### src/rtl/avalon_tester_pkg.sv
`default_nettype none
// ============================================================================
// Module      : avalon_tester_pkg
// Description : Shared types and helpers for the Avalon BlockRAM self-test
//               host: FSM state encoding, the pattern multiplier, and the
//               word-pattern generator used for both the write and
//               compare paths.
// Revision    : 1.0 - initial release
// ============================================================================
package avalon_tester_pkg;

    typedef enum logic [2:0] {
        IDLE    = 3'd0,
        WR_BEAT = 3'd1,
        RD_CMD  = 3'd2,
        RD_DATA = 3'd3,
        DONE    = 3'd4
    } state_t;

    localparam logic [31:0] PAT_MULT = 32'h0101_0101;

    // Word i of the test image: seed XOR (i * 0x01010101), truncated to 32 bits.
    function automatic logic [31:0] pattern(input logic [31:0] seed,
                                            input logic [31:0] idx);
        return seed ^ (idx * PAT_MULT);
    endfunction

endpackage
`default_nettype wire

### src/rtl/avalon_burst_ctr.sv
`default_nettype none
// ============================================================================
// Module      : avalon_burst_ctr
// Description : Per-burst beat down-counter shared by the write and read
//               phases, plus the burst length min(MAXB, remaining).
// Ports       : clk, reset_n   - clock, async active-low reset
//               load           - start a new burst of burst_len beats
//               dec            - one beat of the current burst completed
//               remaining      - words left from the next burst's start
//               burst_len      - min(MAXB, remaining)
//               last_beat      - current beat is the final one of the burst
// Revision    : 1.0 - initial release
// ============================================================================
module avalon_burst_ctr #(
    parameter int IDX_W        = 7,
    parameter int BURSTCOUNT_W = 4
) (
    input  logic                    clk,
    input  logic                    reset_n,
    input  logic                    load,
    input  logic                    dec,
    input  logic [IDX_W-1:0]        remaining,
    output logic [BURSTCOUNT_W-1:0] burst_len,
    output logic                    last_beat
);

    localparam int c_max_burst = 2 ** (BURSTCOUNT_W - 1);

    logic [BURSTCOUNT_W-1:0] r_beats;

    always_comb begin
        if (32'(remaining) >= 32'(c_max_burst)) begin
            burst_len = BURSTCOUNT_W'(c_max_burst);
        end else begin
            burst_len = BURSTCOUNT_W'(remaining);
        end
    end

    // Load wins over decrement: the last beat of one burst and the issue of
    // the next happen on the same edge.
    always_ff @(posedge clk or negedge reset_n) begin
        if (!reset_n) begin
            r_beats <= '0;
        end else if (load) begin
            r_beats <= burst_len;
        end else if (dec && (r_beats != '0)) begin
            r_beats <= r_beats - BURSTCOUNT_W'(1);
        end
    end

    assign last_beat = (r_beats == BURSTCOUNT_W'(1));

endmodule
`default_nettype wire

### src/rtl/avalon_bram_tester.sv
`default_nettype none
// ============================================================================
// Module      : avalon_bram_tester
// Description : Burst-capable Avalon-MM host that fills the whole target RAM
//               with a deterministic pattern, reads it back burst by burst,
//               and reports pass/fail, mismatch count and first bad address.
// Ports       : clk, reset_n          - clock, async active-low reset
//               start                 - one-cycle pulse, accepted only idle
//               busy/done/pass        - test status
//               error_count           - saturating mismatch count
//               first_err_addr        - byte address of first mismatch
//               proto_err             - sticky stray-readdatavalid flag
//               avm_*                 - Avalon-MM host interface
// Revision    : 1.0 - initial release
// ============================================================================
module avalon_bram_tester
    import avalon_tester_pkg::*;
#(
    parameter int          RAM_ADD_W    = 8,
    parameter int          BURSTCOUNT_W = 4,
    parameter int          DATA_W       = 32,
    parameter logic [31:0] SEED         = 32'h0000_0001
) (
    input  logic                    clk,
    input  logic                    reset_n,
    input  logic                    start,
    output logic                    busy,
    output logic                    done,
    output logic                    pass,
    output logic [15:0]             error_count,
    output logic [31:0]             first_err_addr,
    output logic                    proto_err,
    output logic [31:0]             avm_address,
    output logic [BURSTCOUNT_W-1:0] avm_burstcount,
    output logic                    avm_read,
    output logic                    avm_write,
    output logic [DATA_W-1:0]       avm_writedata,
    input  logic [DATA_W-1:0]       avm_readdata,
    input  logic                    avm_readdatavalid,
    input  logic                    avm_waitrequest
);

    localparam int                 c_num_words = 2 ** (RAM_ADD_W - 2);
    // One extra bit so the index can express N itself (remaining count).
    localparam int                 c_idx_w     = RAM_ADD_W - 1;
    localparam logic [c_idx_w-1:0] c_last_idx  = c_idx_w'(c_num_words - 1);

    state_t                  r_state;
    state_t                  w_state_next;
    logic [c_idx_w-1:0]      r_idx;
    logic [c_idx_w-1:0]      w_idx_inc;
    logic [c_idx_w-1:0]      w_base;
    logic [c_idx_w-1:0]      w_remaining;
    logic [31:0]             w_issue_addr;
    logic [31:0]             w_exp_rd;
    logic [BURSTCOUNT_W-1:0] w_burst_len;
    logic                    w_last_beat;
    logic                    w_last_word;
    logic                    w_start_ok;
    logic                    w_wr_acc;
    logic                    w_rd_beat;
    logic                    w_stray;
    logic                    w_mismatch;
    logic                    w_load;
    logic                    w_dec;

    avalon_burst_ctr #(
        .IDX_W        (c_idx_w),
        .BURSTCOUNT_W (BURSTCOUNT_W)
    ) u_burst_ctr (
        .clk       (clk),
        .reset_n   (reset_n),
        .load      (w_load),
        .dec       (w_dec),
        .remaining (w_remaining),
        .burst_len (w_burst_len),
        .last_beat (w_last_beat)
    );

    always_ff @(posedge clk or negedge reset_n) begin
        if (!reset_n) begin
            r_state <= IDLE;
        end else begin
            r_state <= w_state_next;
        end
    end

    always_comb begin
        w_state_next = r_state;
        w_idx_inc    = r_idx + c_idx_w'(1);
        w_last_word  = (r_idx == c_last_idx);
        w_start_ok   = (r_state == IDLE) && start;
        w_wr_acc     = (r_state == WR_BEAT) && avm_write && !avm_waitrequest;
        w_rd_beat    = (r_state == RD_DATA) && avm_readdatavalid;
        // Any beat outside RD_DATA has no outstanding burst to belong to.
        w_stray      = avm_readdatavalid && (r_state != RD_DATA);
        w_exp_rd     = pattern(SEED, 32'(r_idx));
        w_mismatch   = w_rd_beat && (avm_readdata != w_exp_rd);

        case (r_state)
            IDLE:    if (start) w_state_next = WR_BEAT;
            WR_BEAT: if (w_wr_acc && w_last_beat && w_last_word) w_state_next = RD_CMD;
            RD_CMD:  if (!avm_waitrequest) w_state_next = RD_DATA;
            RD_DATA: if (w_rd_beat && w_last_beat) w_state_next = w_last_word ? DONE : RD_CMD;
            DONE:    w_state_next = IDLE;
            default: w_state_next = IDLE;
        endcase

        // A new burst is issued on start, at every write burst boundary and
        // after every read burst except the last one.
        w_load = w_start_ok
              || (w_wr_acc && w_last_beat)
              || (w_rd_beat && w_last_beat && !w_last_word);
        w_dec  = w_wr_acc || w_rd_beat;

        // First word of the burst being issued: 0 for the first write burst
        // and the first read burst, otherwise the word after the current one.
        w_base       = ((r_state == IDLE) || ((r_state == WR_BEAT) && w_last_word))
                     ? '0 : w_idx_inc;
        w_remaining  = c_idx_w'(c_num_words) - w_base;
        w_issue_addr = 32'(w_base) << 2;
    end

    always_ff @(posedge clk or negedge reset_n) begin
        if (!reset_n) begin
            r_idx          <= '0;
            busy           <= 1'b0;
            done           <= 1'b0;
            pass           <= 1'b0;
            error_count    <= '0;
            first_err_addr <= '0;
            proto_err      <= 1'b0;
            avm_address    <= '0;
            avm_burstcount <= '0;
            avm_read       <= 1'b0;
            avm_write      <= 1'b0;
            avm_writedata  <= '0;
        end else begin
            if (w_stray) begin
                proto_err <= 1'b1;
            end

            case (r_state)
                IDLE: begin
                    if (start) begin
                        busy           <= 1'b1;
                        done           <= 1'b0;
                        pass           <= 1'b0;
                        error_count    <= '0;
                        first_err_addr <= '0;
                        proto_err      <= 1'b0;
                        r_idx          <= '0;
                        avm_write      <= 1'b1;
                        avm_address    <= w_issue_addr;
                        avm_burstcount <= w_burst_len;
                        avm_writedata  <= pattern(SEED, 32'd0);
                    end
                end

                WR_BEAT: begin
                    if (w_wr_acc) begin
                        if (w_last_beat && w_last_word) begin
                            avm_write      <= 1'b0;
                            avm_read       <= 1'b1;
                            avm_address    <= w_issue_addr;
                            avm_burstcount <= w_burst_len;
                            r_idx          <= '0;
                        end else begin
                            r_idx         <= w_idx_inc;
                            avm_writedata <= pattern(SEED, 32'(w_idx_inc));
                            if (w_last_beat) begin
                                avm_address    <= w_issue_addr;
                                avm_burstcount <= w_burst_len;
                            end
                        end
                    end
                end

                RD_CMD: begin
                    if (!avm_waitrequest) begin
                        avm_read <= 1'b0;
                    end
                end

                RD_DATA: begin
                    if (w_rd_beat) begin
                        if (w_mismatch) begin
                            if (error_count != 16'hFFFF) begin
                                error_count <= error_count + 16'd1;
                            end
                            // The count only leaves zero on the first miss.
                            if (error_count == '0) begin
                                first_err_addr <= 32'(r_idx) << 2;
                            end
                        end
                        if (!w_last_word) begin
                            r_idx <= w_idx_inc;
                        end
                        if (w_last_beat && !w_last_word) begin
                            avm_read       <= 1'b1;
                            avm_address    <= w_issue_addr;
                            avm_burstcount <= w_burst_len;
                        end
                    end
                end

                DONE: begin
                    done <= 1'b1;
                    busy <= 1'b0;
                    pass <= (error_count == '0) && !proto_err;
                end

                default: ;
            endcase
        end
    end

endmodule
`default_nettype wire

### config.mk
export PLATFORM = sky130hd
export DESIGN_NAME = avalon_bram_tester
export DESIGN_NICKNAME = d
export VERILOG_FILES = /design/src/rtl/avalon_tester_pkg.sv /design/src/rtl/avalon_burst_ctr.sv /design/src/rtl/avalon_bram_tester.sv
export SDC_FILE = /design/constraint.sdc
export NUM_CORES = 1
export LEC_CHECK = 0
export ABC_AREA = 1
export CAP_MARGIN = 20
export CORE_UTILIZATION = 49
export DETAILED_ROUTE_END_ITERATION = 6
export PLACE_DENSITY = 0.88
export SYNTH_ARGS = -nofsm -noshare
export SYNTH_HDL_FRONTEND = slang
export SYNTH_SLANG_ARGS = --single-unit
### constraint.sdc
create_clock -name clk -period 4.3 [get_ports clk]
set_input_delay 0.43 -clock clk [delete_from_list [all_inputs] [get_ports clk]]
set_output_delay 0.43 -clock clk [all_outputs]
set_load 0.01 [all_outputs]
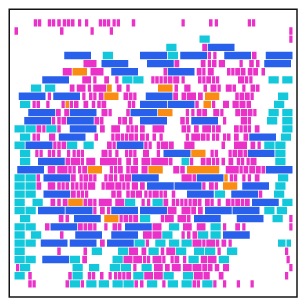
Fig. 1. Placement by cell class (run 1).
Scale: 3 px per um.
class	colour	cells	share of their area
clock drivers and dummy loads	orange	16	4.0%
combinational and other logic	magenta	464	45%
sequential cells	blue	62	31%
remaining buffers and delay cells	cyan	106	21%
final design area excluding fillers: 5190 sq um
Core Box Area: 8340 sq um
final standard cell utilization of the core: 62.3%
num rows: 33
Seq/total area: 29.9%

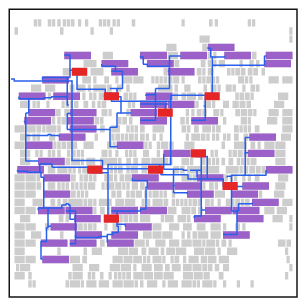
Fig. 2. Routed clock nets over the placement (run 1).
Scale: 3 px per um.
[flip-flops] purple | count: 62
[clock drivers] red | count: 9
[clock wires] blue | length: 827 um
routed clock nets	10
Clk network pwr share: 19.6%
power consumed by the clock network: 525 uW
Setup Skew: 0.00780 ns

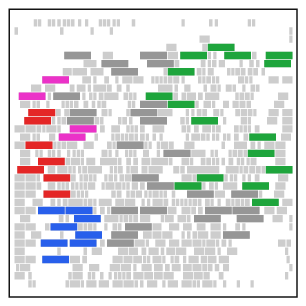
Fig. 3. Sequential cells grouped by signal name (run 1).
Scale: 3 px per um.
signal	colour	flops
avm_address	red	7
avm_writedata	blue	8
avm_burstcount	magenta	4
error_count	green	16
seq pwr: 881 uW
register area: 1550 sq um

==> impl_metrics.csv, run 1 <==
group,metric,value,unit
setup_path,worst_path_dominant_cell_family,"AND-OR/OR-AND gates",
die,init_core_util,51.2,%
drt,drt_drc_violations_left,0,
placement,io_buffer_count,104,
finish,clkbuf_count,13,
die,n_tap_cell,105,
setup_path,critical_path.reg2reg.startpoint,"r_idx[0]",
yosys,flop_cell,"sky130_fd_sc_hd__dfrtp_1",
yosys,fraction_of_the_mapped_netlist_area_in_compound_gates,8.96,%
drt,final_wirelength,10400,um
placement,dp_hpwl,7700,um
finish,antenna-diode-count,0,
setup_path,cp_cell_sequence,"ha_1 > nand2_1 > nor2_1 > nand2_2 > nor2_1 > nor2_1 > o21ai_0 > o21ai_0",
run_status,run_status,"completed",
sta,final.setup.worst_slack,1.84,ns
sta,slew_viol_final,0,
global_routing,grt_antenna_before_repair,0,
finish,multi_input_comb_cells,421,
die,die_w,95.4,um
setup_path,regToRegSetupSlack,1.84,ns
yosys,yosysUniqueCellTypes,36,
sta,final_hold_viol_count,0,
global_routing,grt_util_met1,29.7,%
setup_path,critPathArrivalTime,2.65,ns
clocking,cts.repair_timing.setup_buffer_count,0,
global_routing,via_count_of_the_first_global_routing_pass,3580,
-- run 1: sequential cells by signal (all words and copies together) (netlist names) --
register             flops
avm_write                1
error_count             16
proto_err                1
avm_address              7
done                     1
u_burst_ctr.r_beats      4
first_err_addr           7
r_state                  3
r_idx                    7
avm_writedata            8
pass                     1
avm_read                 1
avm_burstcount           4
busy                     1
-- run 1: synth_stat cells (2+ instances only) --
cell,n,area [sq um]
sky130_fd_sc_hd__nand2_1,143,537
sky130_fd_sc_hd__buf_4,79,593
sky130_fd_sc_hd__dfrtp_1,62,1550
sky130_fd_sc_hd__nand3_1,41,205
sky130_fd_sc_hd__inv_1,36,135
sky130_fd_sc_hd__o21ai_0,36,180
sky130_fd_sc_hd__nor2_1,29,109
sky130_fd_sc_hd__nor3_1,16,80.1
sky130_fd_sc_hd__xor2_1,16,140
sky130_fd_sc_hd__xnor2_1,15,131
sky130_fd_sc_hd__o21ai_1,13,65.1
sky130_fd_sc_hd__nand4_1,11,68.8
sky130_fd_sc_hd__a21oi_1,7,35.0
sky130_fd_sc_hd__buf_2,7,35.0
sky130_fd_sc_hd__ha_1,6,75.1
sky130_fd_sc_hd__inv_2,6,22.5
sky130_fd_sc_hd__or2_2,5,31.3
sky130_fd_sc_hd__nand2_2,4,25.0
sky130_fd_sc_hd__nor4_1,4,25.0
sky130_fd_sc_hd__buf_6,3,33.8
sky130_fd_sc_hd__nand3_2,3,30.0
sky130_fd_sc_hd__o21ai_2,3,26.3
sky130_fd_sc_hd__o31ai_1,3,22.5
sky130_fd_sc_hd__clkbuf_1,2,7.51
sky130_fd_sc_hd__nor2_2,2,12.5
sky130_fd_sc_hd__o22ai_1,2,12.5
## Run 2: what changed since run 1
Settings changed: CORE_UTILIZATION 49 to 41, PLACE_DENSITY 0.88 to 0.79.
Clock period 4.3 ns to 2.2 ns, I/O delays scaled along.
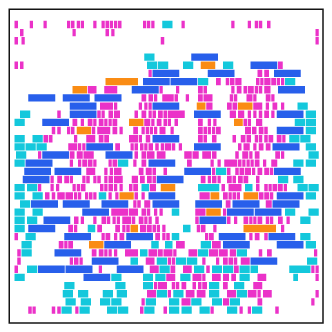
Fig. 4. Placement by cell class (run 2).
Scale: 3 px per um.
class	colour	cells	share of their area
remaining buffers and delay cells	cyan	119	23%
clock drivers and dummy loads	orange	16	4.4%
sequential cells	blue	62	30%
combinational and other logic	magenta	464	43%

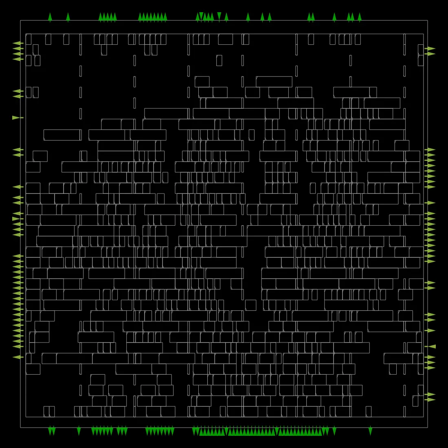
Fig. 5. Cell outlines without signal wires (run 2).
Seq/total area: 28.8%
flop count: 62
num rows: 36
Layout Cells excl Fill: 794

==> run 2 against run 1 <==
Compared with the run above: routed wire length is 1.7% lower; global-route usage is 4.1 points lower; synthesized cell count unchanged; worst setup slack lost 1.6 ns; first-iteration DRC count decreased by 15%; combinational power grew 110%; critical path type unchanged; sequential share of layout area fell by 1.1 points; clock-buffer cell count down 3; final area increased by 3.7%.
==> impl_metrics.csv, run 2 <==
group,metric,value,unit
placement,io_buffer_count,104,
yosys,top_area_share,36.3,%
global_routing,grt_antenna_before_repair,0,
setup_path,regToRegSetupSlack,0.27,ns
yosys,yosys.area.top_type,"sky130_fd_sc_hd__dfrtp_1",
sta,worst_clock_skew,0.0125,ns
die,die_w,104,um
finish,top_register,"error_count",
finish,antenna-diode-count,0,
yosys,flop_cell,"sky130_fd_sc_hd__dfrtp_1",
yosys,yosysUniqueCellTypes,36,
yosys,netlist_top_cells_count,"143 x sky130_fd_sc_hd__nand2_1, 79 x sky130_fd_sc_hd__buf_4, 62 x sky130_fd_sc_hd__dfrtp_1",
sta,slew_viol_final,0,
drt,final_wirelength,10200,um
yosys,netlist.top_cell.by_instances,"sky130_fd_sc_hd__nand2_1",
finish,largest_register_ff_count,16,
placement,dp_hpwl,7630,um
drt,drt_drc_violations_left,0,
run_status,run_status,"completed",
sta,final_hold_viol_count,0,
setup_path,cp_cell_sequence,"ha_1 > nand2_1 > nor2_1 > inv_1 > nor3_1 > nand3_1 > nand3_2 > buf_12 > nand2_1 > o21ai_0",
die,coreArea,9950,sq um
setup_path,critical_path.reg2reg.startpoint,"error_count[0]",
[run 2: cell counts after synthesis]
Identical to the previous run, type by type.
[run 2: kinds of logic (layout without fill, tap and decap cells)]
kind of cell	count (synthesis)	in the layout	share of synthesized area, %
AND-OR/OR-AND	68	68	8.96
XOR/XNOR	31	31	6.35
adder cells (fa/ha/maj)	6	6	1.76
buffers and inverters	134	178	19.4
flip-flops	62	62	36.3
other	1	54	0.0877
AND/OR/NAND/NOR	262	262	27.1
[run 2: timing repair]
action,in CTS,in global routing
buffers inserted,0,0
gates resized,0,1
hold buffers,1,0
endpoints found under the hold margin,62,0
endpoints found under the setup margin,0,1
[run 2: path summary, 6_finish.rpt]
kind	end	depth (start not counted)
worst max-delay path	error_count[0]	10
worst min-delay path	first_err_addr[5]	3
worst max register to register	error_count[0]	10
worst min register to register	done	2
max in group asynchronous	r_idx[6]	3
min in group clk	done	2
[run 2: stage by stage]
step	utilization (%)	area (sq um)
floorplan	-	4470
global placement	51.7	5140
detailed placement	51.7	5140
CTS	54.1	5380
global route	54.1	5380
finish	54.1	5380
[run 2: cell type report]
cell class	count	area (sq um)
fillers	926	4570
multi-input cells	421	2100
flip-flops and latches	62	1550
repair buffers	119	1180
well taps	133	166
inverters	43	161
clock buffers	10	138
clock inverters	6	93.8
[run 2: routing by layer]
metal	GRT usage, %	routed length, um	vias to the layer above
li1	-	-	1877
met1	23.6	4320	1740
met2	33.6	5200	131
met3	4.51	566	13
met4	7.86	105	0
met5	0	0	-
[run 2: tightest hold or removal path, delay by kind of cell]
kind / cells / cell delay [ns]
buf+inv: 3 / 0.93
[run 2: where the power goes]
part	switching, uW	leakage, uW	internal [uW]
logic	1510	0.00149	1120
clock network	480	0.000113	676
registers	241	0.000813	1410
total	2230	0.00242	3200
Power figures rest on the tool's default switching activity, not on a simulated workload.
